===== src/rtl/is2vid_pkg.sv =====
// Shared types for the IS2Vid mode register bank: the per-mode timing
// record, the Avalon register map and the write-FSM state encoding.
package is2vid_pkg;

    // One mode bank's timing record. Field order matches the register
    // map (ctrl at the top), so the packed value is 160 bits.
    typedef struct packed {
        logic [15:0] ctrl;
        logic [15:0] width;
        logic [15:0] f0_lines;
        logic [15:0] f1_lines;
        logic [15:0] h_fp;
        logic [15:0] h_sync;
        logic [15:0] h_blank;
        logic [15:0] v_fp;
        logic [15:0] v_sync;
        logic [15:0] v_blank;
    } mode_params_t;

    localparam logic [7:0] ADDR_BANK_SEL = 8'd5;
    localparam logic [7:0] ADDR_CTRL     = 8'd6;
    localparam logic [7:0] ADDR_WIDTH    = 8'd7;
    localparam logic [7:0] ADDR_F0_LINES = 8'd8;
    localparam logic [7:0] ADDR_F1_LINES = 8'd9;
    localparam logic [7:0] ADDR_H_FP     = 8'd10;
    localparam logic [7:0] ADDR_H_SYNC   = 8'd11;
    localparam logic [7:0] ADDR_H_BLANK  = 8'd12;
    localparam logic [7:0] ADDR_V_FP     = 8'd13;
    localparam logic [7:0] ADDR_V_SYNC   = 8'd14;
    localparam logic [7:0] ADDR_V_BLANK  = 8'd15;
    localparam logic [7:0] ADDR_VALID    = 8'd16;

    typedef enum logic [1:0] {
        WR_IDLE  = 2'd0,
        WR_STALL = 2'd1,
        WR_ACK   = 2'd2
    } wr_state_e;

    // 1080p60, progressive.
    localparam mode_params_t MODE_1080P60 = '{
        ctrl:     16'd0,
        width:    16'd1920,
        f0_lines: 16'd1080,
        f1_lines: 16'd0,
        h_fp:     16'd88,
        h_sync:   16'd44,
        h_blank:  16'd280,
        v_fp:     16'd4,
        v_sync:   16'd5,
        v_blank:  16'd45
    };

    // Returns p with the field selected by addr replaced by d.
    // Addresses outside 6..15 leave p untouched.
    function automatic mode_params_t set_field(
        input mode_params_t p,
        input logic [7:0]   addr,
        input logic [15:0]  d
    );
        mode_params_t r;
        r = p;
        case (addr)
            ADDR_CTRL:     r.ctrl     = d;
            ADDR_WIDTH:    r.width    = d;
            ADDR_F0_LINES: r.f0_lines = d;
            ADDR_F1_LINES: r.f1_lines = d;
            ADDR_H_FP:     r.h_fp     = d;
            ADDR_H_SYNC:   r.h_sync   = d;
            ADDR_H_BLANK:  r.h_blank  = d;
            ADDR_V_FP:     r.v_fp     = d;
            ADDR_V_SYNC:   r.v_sync   = d;
            ADDR_V_BLANK:  r.v_blank  = d;
            default:       r          = p;
        endcase
        return r;
    endfunction

endpackage


===== src/rtl/is2vid_mode_matcher.sv =====
// Combinational format matcher: compares the measured input format
// against every valid bank and returns a one-hot of the lowest match.
// Ports: banks_i/valid_i (bank contents), fmt_* (measured format),
//        match_o (one-hot, 0 = no bank matches).
module is2vid_mode_matcher
    import is2vid_pkg::*;
#(
    parameter int NO_OF_MODES = 2
) (
    input  mode_params_t [NO_OF_MODES-1:0] banks_i,
    input  logic [NO_OF_MODES-1:0]         valid_i,
    input  logic [15:0]                    fmt_width_i,
    input  logic [15:0]                    fmt_height_i,
    input  logic                           fmt_interlaced_i,
    output logic [NO_OF_MODES-1:0]         match_o
);

    logic [NO_OF_MODES-1:0] hit;

    always_comb begin
        for (int i = 0; i < NO_OF_MODES; i++) begin
            hit[i] = valid_i[i]
                && (banks_i[i].width == fmt_width_i)
                && (banks_i[i].f0_lines == fmt_height_i)
                && (banks_i[i].ctrl[0] == fmt_interlaced_i);
        end
    end

    // Scan from the top so the lowest matching index wins.
    always_comb begin
        match_o = '0;
        for (int i = NO_OF_MODES - 1; i >= 0; i--) begin
            if (hit[i]) begin
                match_o    = '0;
                match_o[i] = 1'b1;
            end
        end
    end

endmodule


===== src/rtl/is2vid_mode_banks.sv =====
// Mode register bank for the clocked-video output path: commits
// forwarded Avalon writes into per-mode timing banks, matches the
// measured input format against valid banks and hands the matched
// bank to the timing generator at frame start.
// Ports: clk/rst (async, active-high); write_trigger, av_address,
//   av_writedata, av_write_ack (register writes); frame_busy;
//   fmt_* (measured format); mode_match, mode_change; frame_start,
//   tg_valid, tg_params (timing generator hand-off).
// Build option: IS2VID_MODE_DEFAULT_BANK0_EN makes bank 0 reset to a
//   valid 1080p60 mode; otherwise every bank resets to zero, invalid.
module is2vid_mode_banks
    import is2vid_pkg::*;
#(
    parameter int NO_OF_MODES    = 2,
    parameter int BANK_SEL_WIDTH = 4
) (
    input  logic                   clk,
    input  logic                   rst,
    input  logic                   write_trigger,
    input  logic [7:0]             av_address,
    input  logic [15:0]            av_writedata,
    output logic                   av_write_ack,
    input  logic                   frame_busy,
    input  logic                   fmt_valid,
    input  logic [15:0]            fmt_width,
    input  logic [15:0]            fmt_height,
    input  logic                   fmt_interlaced,
    output logic [NO_OF_MODES-1:0] mode_match,
    output logic                   mode_change,
    input  logic                   frame_start,
    output logic                   tg_valid,
    output logic [159:0]           tg_params
);

`ifdef IS2VID_MODE_DEFAULT_BANK0_EN
    localparam mode_params_t BANK0_RST   = MODE_1080P60;
    localparam logic         BANK0_V_RST = 1'b1;
`else
    localparam mode_params_t BANK0_RST   = '0;
    localparam logic         BANK0_V_RST = 1'b0;
`endif

    wr_state_e state_q, state_d;

    mode_params_t [NO_OF_MODES-1:0] banks_q, banks_d;
    logic [NO_OF_MODES-1:0]         valid_q, valid_d;
    logic [BANK_SEL_WIDTH-1:0]      bank_sel_q, bank_sel_d;
    logic [BANK_SEL_WIDTH-1:0]      active_q, active_d;

    logic [7:0]  wr_addr_q;
    logic [15:0] wr_data_q;

    logic [NO_OF_MODES-1:0] match_q, match_d;
    logic                   change_q, change_d;
    logic                   tgv_q, tgv_d;
    mode_params_t           tgp_q, tgp_d;

    logic [NO_OF_MODES-1:0] match_now;

    logic [7:0]  wr_addr;
    logic [15:0] wr_data;
    logic        sel_ok;
    logic        bank_wr;
    logic        hits_active;
    logic        commit;

    is2vid_mode_matcher #(
        .NO_OF_MODES (NO_OF_MODES)
    ) u_matcher (
        .banks_i          (banks_q),
        .valid_i          (valid_q),
        .fmt_width_i      (fmt_width),
        .fmt_height_i     (fmt_height),
        .fmt_interlaced_i (fmt_interlaced),
        .match_o          (match_now)
    );

    // In STALL the original request is replayed from the capture
    // registers, so the commit does not depend on the master keeping
    // its address/data stable.
    always_comb begin
        wr_addr = (state_q == WR_IDLE) ? av_address : wr_addr_q;
        wr_data = (state_q == WR_IDLE) ? av_writedata : wr_data_q;
        sel_ok  = int'(bank_sel_q) < NO_OF_MODES;
        bank_wr = sel_ok
            && (wr_addr >= ADDR_CTRL)
            && (wr_addr <= ADDR_VALID);
        // Only a bank write into the bank the generator is currently
        // scanning out must wait for the frame to finish.
        hits_active = bank_wr
            && (bank_sel_q == active_q)
            && tgv_q
            && frame_busy;
    end

    always_comb begin
        state_d = state_q;
        commit  = 1'b0;
        unique case (state_q)
            WR_IDLE: begin
                if (write_trigger) begin
                    if (hits_active) begin
                        state_d = WR_STALL;
                    end else begin
                        commit  = 1'b1;
                        state_d = WR_ACK;
                    end
                end
            end
            WR_STALL: begin
                if (!frame_busy) begin
                    commit  = 1'b1;
                    state_d = WR_ACK;
                end
            end
            WR_ACK: begin
                state_d = WR_IDLE;
            end
            default: begin
                state_d = WR_IDLE;
            end
        endcase
    end

    always_comb begin
        banks_d    = banks_q;
        valid_d    = valid_q;
        bank_sel_d = bank_sel_q;
        if (commit) begin
            if (wr_addr == ADDR_BANK_SEL) begin
                bank_sel_d = wr_data[BANK_SEL_WIDTH-1:0];
            end else if (bank_wr) begin
                for (int i = 0; i < NO_OF_MODES; i++) begin
                    if (bank_sel_q == BANK_SEL_WIDTH'(i)) begin
                        if (wr_addr == ADDR_VALID) begin
                            valid_d[i] = wr_data[0];
                        end else begin
                            banks_d[i] = set_field(
                                banks_q[i], wr_addr, wr_data);
                        end
                    end
                end
            end
        end
    end

    // Matching and activation read the registered banks, so a commit
    // in the same cycle is seen only from the next cycle on.
    // Activation uses the registered mode_match, i.e. the value from
    // before any fmt_valid arriving in the same cycle.
    always_comb begin
        match_d  = match_q;
        change_d = 1'b0;
        tgv_d    = tgv_q;
        tgp_d    = tgp_q;
        active_d = active_q;
        if (fmt_valid) begin
            match_d  = match_now;
            change_d = (match_now != match_q);
        end
        if (frame_start) begin
            if (|match_q) begin
                tgv_d = 1'b1;
                for (int i = 0; i < NO_OF_MODES; i++) begin
                    if (match_q[i]) begin
                        tgp_d    = banks_q[i];
                        active_d = BANK_SEL_WIDTH'(i);
                    end
                end
            end else begin
                tgv_d = 1'b0;
            end
        end
    end

    always_ff @(posedge clk or posedge rst) begin
        if (rst) begin
            state_q    <= WR_IDLE;
            banks_q    <= '0;
            banks_q[0] <= BANK0_RST;
            valid_q    <= '0;
            valid_q[0] <= BANK0_V_RST;
            bank_sel_q <= '0;
            active_q   <= '0;
            wr_addr_q  <= '0;
            wr_data_q  <= '0;
            match_q    <= '0;
            change_q   <= 1'b0;
            tgv_q      <= 1'b0;
            tgp_q      <= '0;
        end else begin
            state_q    <= state_d;
            banks_q    <= banks_d;
            valid_q    <= valid_d;
            bank_sel_q <= bank_sel_d;
            active_q   <= active_d;
            if (state_q == WR_IDLE && write_trigger) begin
                wr_addr_q <= av_address;
                wr_data_q <= av_writedata;
            end
            match_q    <= match_d;
            change_q   <= change_d;
            tgv_q      <= tgv_d;
            tgp_q      <= tgp_d;
        end
    end

    assign av_write_ack = (state_q == WR_ACK);
    assign mode_match   = match_q;
    assign mode_change  = change_q;
    assign tg_valid     = tgv_q;
    assign tg_params    = tgp_q;

endmodule


===== config.mk =====
export PLATFORM = sky130hd
export DESIGN_NAME = is2vid_mode_banks
export DESIGN_NICKNAME = d
export VERILOG_FILES = /design/src/rtl/is2vid_pkg.sv /design/src/rtl/is2vid_mode_matcher.sv /design/src/rtl/is2vid_mode_banks.sv
export SDC_FILE = /design/constraint.sdc
export NUM_CORES = 1
export LEC_CHECK = 0
export CAP_MARGIN = 5
export CELL_PAD_IN_SITES_DETAIL_PLACEMENT = 1
export CELL_PAD_IN_SITES_GLOBAL_PLACEMENT = 1
export CORE_MARGIN = 5
export CORE_UTILIZATION = 36
export DETAILED_ROUTE_END_ITERATION = 8
export HOLD_SLACK_MARGIN = 0.12
export PLACE_DENSITY_LB_ADDON = 0.05
export SYNTH_ARGS = -nofsm -noshare
export SYNTH_HDL_FRONTEND = slang
export SYNTH_SLANG_ARGS = --single-unit
export TNS_END_PERCENT = 5

===== constraint.sdc =====
create_clock -name clk -period 39.2 [get_ports clk]
set_input_delay 9.8 -clock clk [delete_from_list [all_inputs] [get_ports clk]]
set_output_delay 9.8 -clock clk [all_outputs]
set_load 0.03 [all_outputs]

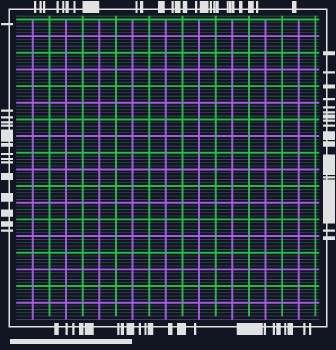
**Above:** PDN straps and rails.
The bar under the picture is 100 um long. Pins as bars on the die edge.
Key: VSS = purple; VDD = green
The core has 91 rows. 18 straps on met5. 92 met1 rails follow the rows.
y dimension of the die: 258.0 um
Max IR drop VDD: 0.03213 mV
placeable core region: 61260 sq um

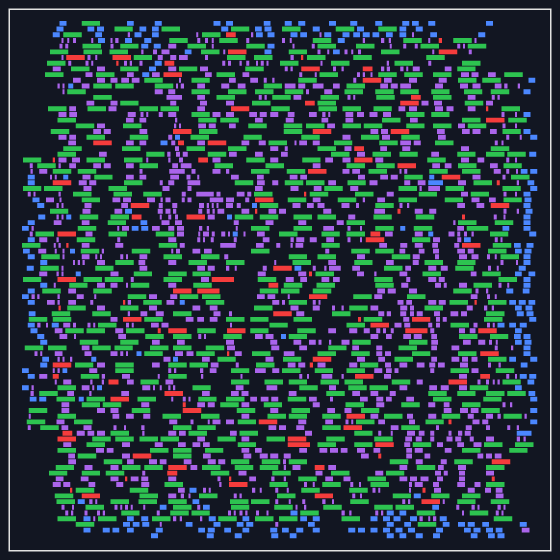
**Above:** cells colored by class.
Key: registers = green [cells 517, share of their area 50%]; remaining logic cells = purple [cells 1075, share of their area 33%]; remaining buffers and delay cells = blue [cells 249, share of their area 9.5%]; clock drivers and dummy loads = red [cells 107, share of their area 7.4%]
Finished Core Util: 44.14%
flop share of the area: 47.86%
Layout Cell Area excl Fill: 27040 sq um
number of cell rows: 91

==> impl_metrics.xml <==
<?xml version="1.0" encoding="UTF-8"?>
<metrics>
  <group name="clocking">
    <metric name="clock_tree.root_cell" unit="">clkbuf_16</metric>
    <metric name="cts.sinks" unit="">517</metric>
    <metric name="cts_resized" unit="">0</metric>
    <metric name="clockBufferDepth" unit="">3</metric>
    <metric name="number_of_setup_buffers_added_after_cts" unit="">0</metric>
  </group>
  <group name="sta">
    <metric name="fin_crit_sh" unit="%">32.04</metric>
    <metric name="finalMaxSlewViolations" unit="">0</metric>
    <metric name="timing.final.crit_period" unit="ns">12.56</metric>
  </group>
  <group name="synthesis">
    <metric name="synthesis.nets" unit="">1776</metric>
    <metric name="ys.warnings.count" unit="">0</metric>
    <metric name="netlist-cell-type-count" unit="">53</metric>
    <metric name="post_synthesis_cell_area" unit="sq um">22140</metric>
    <metric name="synth.cells.most_frequent" unit="">517 x dfrtp_1, 326 x mux2_2, 219 x nand2_1</metric>
  </group>
  <group name="layout">
    <metric name="fin_nets" unit="">1964</metric>
    <metric name="drive_gt1_share" unit="%">24.33</metric>
  </group>
  <group name="setup_path">
    <metric name="critical_path_required" unit="ns">39.68</metric>
  </group>
  <group name="power">
    <metric name="total_leakage_power" unit="nW">12.09</metric>
    <metric name="power_frac_seq" unit="%">46.8</metric>
    <metric name="pwr_density" unit="nW/um^2">43.41</metric>
  </group>
  <group name="run_status">
    <metric name="status" unit="">complete, no violations</metric>
  </group>
  <group name="route">
    <metric name="drc" unit="">0</metric>
  </group>
  <group name="floorplanning">
    <metric name="ios" unit="">228</metric>
  </group>
  <group name="placed_design">
    <metric name="buffer_ports.inserted" unit="">227</metric>
  </group>
</metrics>
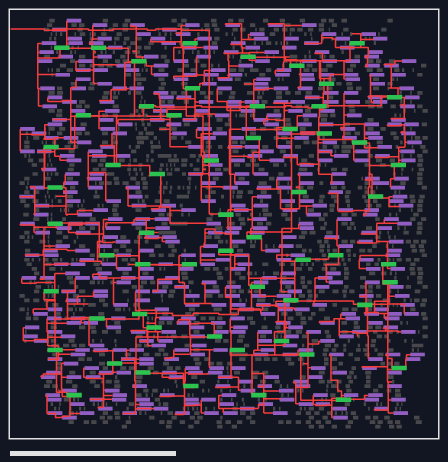
**Above:** clock distribution.
The bar under the picture is 100 um long.
Key: clock-net drivers = green [count 58]; flip-flops = purple [count 517]; clock wires = red [length 7240 um]
There are 59 routed clock nets.
clk latency late pin: 0.61 ns
clock share of power: 46.9%
largest clock skew in the final design: 0.01293 ns
power attributed to the clock group: 0.550 mW

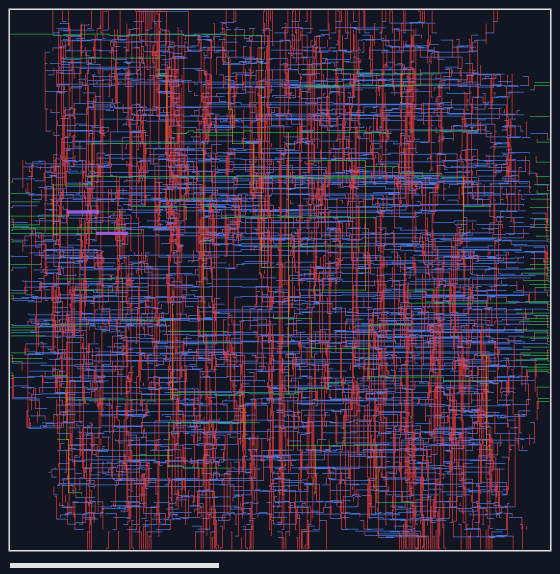
**Above:** metal layers overlaid.
The bar under the picture is 100 um long.
Key: M1 = blue [wire length 29.1 mm]; M5 = purple [wire length 27.6 um]; M3 = green [wire length 2430 um]; M2 = red [wire length 31.4 mm]; M4 = orange [wire length 893 um]
average wire per cell in the routed design: 23.26 um
vias after detailed routing: 13720

power groups by stage:
stage | clock network, mW | logic, mW | registers (mW)
2_1_floorplan | 0 | 0.0403 | 0.558
3_3_place_gp | 0 | 0.0747 | 0.559
3_5_place_dp | 0 | 0.0761 | 0.559
4_1_cts | 0.568 | 0.0764 | 0.550
5_1_grt | 0.591 | 0.0811 | 0.551
6_report | 0.550 | 0.0739 | 0.550
logic make-up after synthesis:
group / share of synthesized area (%)
simple gates: 6.319
compound gates: 4.629
flops: 58.44
xor+xnor: 2.651
buf+inv: 2.532
mux: 25.43
cell type report:
cell class | instances | area [sq um] | area share [%]
inverter | 9 | 41.29 | 0.1527
timing repair buffer | 249 | 2462 | 9.107
sequential | 517 | 12940 | 47.86
clock buffer | 88 | 1735 | 6.418
multi-input combinational | 1066 | 8657 | 32.02
tap | 790 | 988.4 | 3.656
antenna | 4 | 10.01 | 0.03702
clock inverter | 19 | 202.7 | 0.7497
state kept, by name (all words and copies together), names as in the netlist, 2 cells and up:
name and cells:
mode_match 2, banks_q 320, valid_q 2, state_q 2, tg_params 160, wr_addr_q 8, bank_sel_q 4, wr_data_q 16
metrics by stage:
step | power (mW) | area (sq um) | hold slack (ns) | setup slack, ns
after floorplan | 0.5981 | 22140 | 0.4574 | 14.96
after global placement | 0.6335 | 25090 | 0.4634 | 26.00
after detailed placement | 0.6356 | 25090 | 0.4717 | 25.97
after CTS | 1.194 | 27030 | 0.4847 | 26.60
after global routing | 1.223 | 27030 | 0.4991 | 26.52
final | 1.174 | 27040 | 0.4766 | 26.64
placed cells by master, fill, tap and decap left out, types with 6 or more instances in the layout:
cell type and count:
dfrtp_1 516, buf_4 20, clkdlybuf4s50_1 227, clkbuf_16 59, mux2_1 14, inv_1 8
xor2_1 33, clkbuf_8 15, xnor2_1 34, nand2b_1 6, nand2_1 219, nor4_1 12
mux2_4 10, mux2i_1 165, nand4_1 9, mux2_2 326, clkinv_2 13, nand3_1 9
clkbuf_1 14, o21ai_0 164
path summary, 6_finish.rpt:
| kind | slack [ns] | from | endpoint | depth (start not counted) |
|---|---|---|---|---|
| worst min-delay path | 0.48 | tg_params[102]$_DFFE_PP0P_ | tg_params[102]$_DFFE_PP0P_ | 2 |
| worst max-delay path | 26.64 | av_address[6] | banks_q[238]$_DFFE_PP0P_ | 7 |
| worst min register to register | 0.48 | tg_params[102]$_DFFE_PP0P_ | tg_params[102]$_DFFE_PP0P_ | 2 |
| min in group asynchronous | 9.77 | rst | tg_params[114]$_DFFE_PP0P_ | 2 |
| max in group asynchronous | 27.70 | rst | banks_q[207]$_DFFE_PP0P_ | 3 |
| worst max register to register | 35.39 | state_q[1]$_DFFE_PP0P_ | banks_q[238]$_DFFE_PP0P_ | 7 |
layer usage:
metal	routed length, um	up-vias	track usage (%)
li1	-	6341	-
met3	2434	68	3.187
met1	29060	7104	26.00
met4	893	4	3.486
met5	27	-	0
met2	31370	201	32.55
critical path: cells and delay by family:
family                 cells  cell delay [ns]
AND/OR/NAND/NOR            4             2.19
buffers and inverters      1             0.42
multiplexers               1             0.42
AND-OR/OR-AND              1             0.19
No activity file was given, so power comes from the tool's default toggle rates.
